--- src/rtl/cmos_cfg_pkg.sv ---
// Shared types and table encoding for the CMOS sensor configuration sequencer.
package cmos_cfg_pkg;

    typedef enum logic [3:0] {
        StCmosRst,
        StCmosWait,
        StFetch,
        StIssue,
        StWaitRsp,
        StVerifyIssue,
        StVerifyWait,
        StDelay,
        StDone,
        StError
    } cfg_state_e;

    typedef struct packed {
        logic [7:0] reg_addr;
        logic [7:0] data;
    } cfg_entry_t;

    localparam logic [7:0] CFG_END_REG   = 8'hFF;
    localparam logic [7:0] CFG_END_DATA  = 8'hFF;
    localparam logic [7:0] CFG_DELAY_REG = 8'hFE;

    function automatic logic cfg_is_end(cfg_entry_t e);
        return (e.reg_addr == CFG_END_REG) && (e.data == CFG_END_DATA);
    endfunction

    function automatic logic cfg_is_delay(cfg_entry_t e);
        return e.reg_addr == CFG_DELAY_REG;
    endfunction

endpackage

--- src/rtl/cmos_cfg_rom.sv ---
// Sensor init table: synchronous ROM, one-cycle read latency, indexed by entry number.
module cmos_cfg_rom
    import cmos_cfg_pkg::*;
#(
    parameter int unsigned Depth = 128,
    localparam int unsigned IdxW = $clog2(Depth)
) (
    input  logic            clk_i,
    input  logic [IdxW-1:0] addr_i,
    output cfg_entry_t      entry_o
);

    cfg_entry_t rd_entry;

    // Soft reset, settle delay, then clock prescaler and scaling setup.
    always_comb begin
        rd_entry = '{reg_addr: CFG_END_REG, data: CFG_END_DATA};
        case (addr_i)
            IdxW'(0): rd_entry = '{reg_addr: 8'h12, data: 8'h80};
            IdxW'(1): rd_entry = '{reg_addr: CFG_DELAY_REG, data: 8'h05};
            IdxW'(2): rd_entry = '{reg_addr: 8'h11, data: 8'h01};
            IdxW'(3): rd_entry = '{reg_addr: 8'h3A, data: 8'h04};
            default: ;
        endcase
    end

    always_ff @(posedge clk_i) begin
        entry_o <= rd_entry;
    end

endmodule

--- src/rtl/cmos_config_sequencer.sv ---
// Walks the sensor init table and issues I2C write commands with retry and error report.
// Optional readback verification is built when CMOS_CFG_VERIFY_EN is defined.
module cmos_config_sequencer
    import cmos_cfg_pkg::*;
#(
    parameter logic [6:0]  DEV_ADDR          = 7'h21,
    parameter int unsigned ROM_DEPTH         = 128,
    parameter int unsigned MAX_RETRY         = 3,
    parameter int unsigned RESET_CYCLES      = 100_000,
    parameter int unsigned POWERUP_CYCLES    = 300_000,
    parameter int unsigned DELAY_UNIT_CYCLES = 100_000,
    localparam int unsigned IdxW             = $clog2(ROM_DEPTH)
) (
    input  logic            clk_i,
    input  logic            reset_ni,
    input  logic            start_i,
    output logic            reset_cmos_o,
    output logic            cmd_valid_o,
    input  logic            cmd_ready_i,
    output logic            cmd_read_o,
    output logic [6:0]      cmd_dev_o,
    output logic [7:0]      cmd_reg_o,
    output logic [7:0]      cmd_data_o,
    input  logic            rsp_valid_i,
    input  logic            rsp_nack_i,
    input  logic [7:0]      rsp_data_i,
    output logic            busy_o,
    output logic            done_o,
    output logic            error_o,
    output logic [IdxW-1:0] err_index_o
);

    localparam int unsigned RetryW = $clog2(MAX_RETRY + 2);

    cfg_state_e        state_q, state_d;
    logic [31:0]       cnt_q, cnt_d;
    logic [IdxW-1:0]   idx_q, idx_d;
    logic [RetryW-1:0] retry_q, retry_d;
    logic              reset_cmos_q, reset_cmos_d;
    logic              cmd_valid_q, cmd_valid_d;
    logic              cmd_read_q, cmd_read_d;
    logic [7:0]        cmd_reg_q, cmd_reg_d;
    logic [7:0]        cmd_data_q, cmd_data_d;
    logic              done_q, done_d;
    logic              error_q, error_d;
    logic [IdxW-1:0]   err_index_q, err_index_d;
    logic              advance, retry_req;
    cfg_entry_t        rom_entry;

    // Addressed by the next index so the entry is ready in the FETCH cycle.
    cmos_cfg_rom #(
        .Depth(ROM_DEPTH)
    ) u_rom (
        .clk_i  (clk_i),
        .addr_i (idx_d),
        .entry_o(rom_entry)
    );

    always_comb begin
        state_d      = state_q;
        cnt_d        = cnt_q;
        idx_d        = idx_q;
        retry_d      = retry_q;
        reset_cmos_d = reset_cmos_q;
        cmd_valid_d  = cmd_valid_q;
        cmd_read_d   = cmd_read_q;
        cmd_reg_d    = cmd_reg_q;
        cmd_data_d   = cmd_data_q;
        done_d       = done_q;
        error_d      = error_q;
        err_index_d  = err_index_q;
        advance      = 1'b0;
        retry_req    = 1'b0;

        case (state_q)
            StCmosRst: begin
                if (cnt_q == '0) begin
                    state_d      = StCmosWait;
                    cnt_d        = POWERUP_CYCLES - 32'd1;
                    reset_cmos_d = 1'b1;
                end else begin
                    cnt_d = cnt_q - 32'd1;
                end
            end
            StCmosWait: begin
                if (cnt_q == '0) begin
                    state_d = StFetch;
                    idx_d   = '0;
                    retry_d = '0;
                end else begin
                    cnt_d = cnt_q - 32'd1;
                end
            end
            StFetch: begin
                if (cfg_is_end(rom_entry)) begin
                    state_d = StDone;
                    done_d  = 1'b1;
                end else if (cfg_is_delay(rom_entry)) begin
                    if (rom_entry.data == 8'h00) begin
                        advance = 1'b1;
                    end else begin
                        state_d = StDelay;
                        cnt_d   = 32'(rom_entry.data) * DELAY_UNIT_CYCLES - 32'd1;
                    end
                end else begin
                    state_d     = StIssue;
                    cmd_valid_d = 1'b1;
                    cmd_reg_d   = rom_entry.reg_addr;
                    cmd_data_d  = rom_entry.data;
                end
            end
            StIssue: begin
                if (cmd_ready_i) begin
                    state_d     = StWaitRsp;
                    cmd_valid_d = 1'b0;
                end
            end
            StWaitRsp: begin
                if (rsp_valid_i) begin
                    if (rsp_nack_i) begin
                        retry_req = 1'b1;
                    end else begin
`ifdef CMOS_CFG_VERIFY_EN
                        state_d     = StVerifyIssue;
                        cmd_valid_d = 1'b1;
                        cmd_read_d  = 1'b1;
`else
                        advance = 1'b1;
`endif
                    end
                end
            end
`ifdef CMOS_CFG_VERIFY_EN
            StVerifyIssue: begin
                if (cmd_ready_i) begin
                    state_d     = StVerifyWait;
                    cmd_valid_d = 1'b0;
                end
            end
            StVerifyWait: begin
                if (rsp_valid_i) begin
                    cmd_read_d = 1'b0;
                    if (rsp_nack_i || (rsp_data_i != cmd_data_q)) begin
                        retry_req = 1'b1;
                    end else begin
                        advance = 1'b1;
                    end
                end
            end
`endif
            StDelay: begin
                if (cnt_q == '0) begin
                    advance = 1'b1;
                end else begin
                    cnt_d = cnt_q - 32'd1;
                end
            end
            StDone, StError: begin
                if (start_i) begin
                    state_d      = StCmosRst;
                    cnt_d        = RESET_CYCLES - 32'd1;
                    reset_cmos_d = 1'b0;
                    done_d       = 1'b0;
                    error_d      = 1'b0;
                    err_index_d  = '0;
                end
            end
            default: ;
        endcase

        // A failed attempt always repeats the write, never just the readback.
        if (retry_req) begin
            cmd_read_d = 1'b0;
            if (32'(retry_q) >= MAX_RETRY) begin
                state_d     = StError;
                error_d     = 1'b1;
                err_index_d = idx_q;
            end else begin
                state_d     = StIssue;
                retry_d     = retry_q + RetryW'(1);
                cmd_valid_d = 1'b1;
            end
        end

        if (advance) begin
            retry_d = '0;
            if (idx_q == IdxW'(ROM_DEPTH - 1)) begin
                state_d = StDone;
                done_d  = 1'b1;
            end else begin
                state_d = StFetch;
                idx_d   = idx_q + IdxW'(1);
            end
        end
    end

    always_ff @(posedge clk_i or negedge reset_ni) begin
        if (!reset_ni) begin
            state_q      <= StCmosRst;
            cnt_q        <= RESET_CYCLES - 32'd1;
            idx_q        <= '0;
            retry_q      <= '0;
            reset_cmos_q <= 1'b0;
            cmd_valid_q  <= 1'b0;
            cmd_read_q   <= 1'b0;
            cmd_reg_q    <= '0;
            cmd_data_q   <= '0;
            done_q       <= 1'b0;
            error_q      <= 1'b0;
            err_index_q  <= '0;
        end else begin
            state_q      <= state_d;
            cnt_q        <= cnt_d;
            idx_q        <= idx_d;
            retry_q      <= retry_d;
            reset_cmos_q <= reset_cmos_d;
            cmd_valid_q  <= cmd_valid_d;
            cmd_read_q   <= cmd_read_d;
            cmd_reg_q    <= cmd_reg_d;
            cmd_data_q   <= cmd_data_d;
            done_q       <= done_d;
            error_q      <= error_d;
            err_index_q  <= err_index_d;
        end
    end

`ifndef CMOS_CFG_VERIFY_EN
    logic unused_rsp_data;
    assign unused_rsp_data = ^rsp_data_i;
`endif

    assign reset_cmos_o = reset_cmos_q;
    assign cmd_valid_o  = cmd_valid_q;
    assign cmd_read_o   = cmd_read_q;
    assign cmd_dev_o    = DEV_ADDR;
    assign cmd_reg_o    = cmd_reg_q;
    assign cmd_data_o   = cmd_data_q;
    assign done_o       = done_q;
    assign error_o      = error_q;
    assign err_index_o  = err_index_q;
    assign busy_o       = (state_q != StDone) && (state_q != StError);

endmodule

--- config.mk ---
export PLATFORM = sky130hd
export DESIGN_NAME = cmos_config_sequencer
export DESIGN_NICKNAME = d
export VERILOG_FILES = /design/src/rtl/cmos_cfg_pkg.sv /design/src/rtl/cmos_cfg_rom.sv /design/src/rtl/cmos_config_sequencer.sv
export SDC_FILE = /design/constraint.sdc
export NUM_CORES = 1
export LEC_CHECK = 0
export CAP_MARGIN = 20
export CORE_MARGIN = 4
export CORE_UTILIZATION = 54
export CTS_CLUSTER_DIAMETER = 50
export DETAILED_ROUTE_END_ITERATION = 7
export PLACE_DENSITY = 0.78
export SETUP_SLACK_MARGIN = 0.02
export SYNTH_ARGS = -nofsm -noshare
export SYNTH_HDL_FRONTEND = slang
export SYNTH_SLANG_ARGS = --single-unit
--- constraint.sdc ---
create_clock -name clk_i -period 4.6 [get_ports clk_i]
set_input_delay 0.92 -clock clk_i [delete_from_list [all_inputs] [get_ports clk_i]]
set_output_delay 0.92 -clock clk_i [all_outputs]
set_load 0.02 [all_outputs]
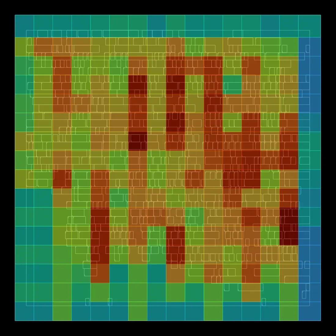
*Track usage over the die*
GR peak layer: met2
grt met1 use: 30.85%
Final Util: 61.96%
GRT met2 Usage: 38.09%

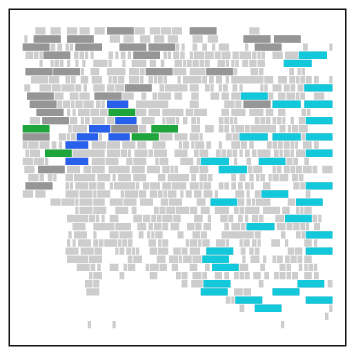
*Register map, names as in the netlist*
Drawn at 3 px/µm. Other sequential cells in the stronger gray, the rest of the logic in the fainter gray.
| color | netlist name | placed flops |
|---|---|---|
| cyan | cnt_q | 32 |
| blue | u_rom.entry_o | 7 |
| green | cmd_reg_o | 5 |
Storage cell area: 0.001782 mm²
sequential share of cell area: 27.61%
sequential group power: 1170 µW

==> run summary <==
status - complete, no violations
Cell Chain, Critical Path - inv_1 > ha_1 > ha_1 > inv_1 > fa_1 > inv_1 > ha_1 > ha_1 > and3_1 > a221o_1 > xor2_1 > nor3_2 > nand4_1 > or4_4 > o211ai_1
fin worst setup slack - 0.2556 ns
final WL - 14530 µm
final setup violation count - 0
Lkg Pwr - 0.002855 µW
met2 routed WL - 6979 µm
DRC - 0
placed cell count - 814
detailed-route via count - 5182
highest routed layer - met4
diodes inserted - 0
count leader, synth - nand2_1
fp util - 55.70%
clk sinks - 72
total combinational power - 3370 µW
clk ins delay skew pair - 0.35 ns
CP peak stage delay - 0.51 ns
Complex Gates by Area - 21.44%
Post-synth top cells - nand2_1, o21ai_0, dfrtp_1, ha_1, nor2_1
Synth Area in Adders - 13.76%
Comb power frac - 64.4%
critical path peak fanout - 7
Worst path slowest cell - or4_4
Net Sw Power - 2543 µW
yosys synthesis chip area - 0.005802 mm²
critical path launch point type - flip-flop
Inverters - 37
Largest Pwr Group - combinational cells
htree depth - 3
WP depth - 15
Comb area share - 56.40%
Mapped Cells - 667
OpenROAD warnings - 57
Clock group - 684 µW
reg2reg path depth - 15
worst hold path depth - 1
cell area power density - 809.3 mW/mm²
Worst-path clk slew - 0.09 ns
DP Wirelength - 10850 µm
Tmin final - 4.344 ns
Seq/Total Area, Yosys - 30.67%
Die W - 111.7 µm
design area - 0.006454 mm²
Setup TNS Final - 0 ns
yosys cell count - 667
# fillers - 870
Tot Pwr - 5223 µW
RR Endpoint - cnt_q[31]
fmax - 230.2 MHz
NonClk Buf Share - 7.018%
met1 WL - 6369 µm
met3 routed WL - 861 µm
Cell Rows - 37
initial antenna violation count - 0
maximum vdd drop - 0.0004092 V
Num CTS Buffers - 9
Setup crit start - u_rom.entry_o[6]
Largest logic family - simple AND/OR/NAND/NOR gates
Non-Filler Instances - 832
Final GP Congestion - 0.8813
HP Class - reg -> reg
vias in the first global route - 5047
main flop type - dfrtp_1
Post-Place Worst Slack - 0.1649 ns
top cells, area - dfrtp_1, ha_1, o21ai_0, dfstp_2, nand2_1
Tcrit/Tclk final - 94.44%
Placed Area - 0.006161 mm²
registers - 72
Power figures rest on the tool's default switching activity, not on a simulated workload.
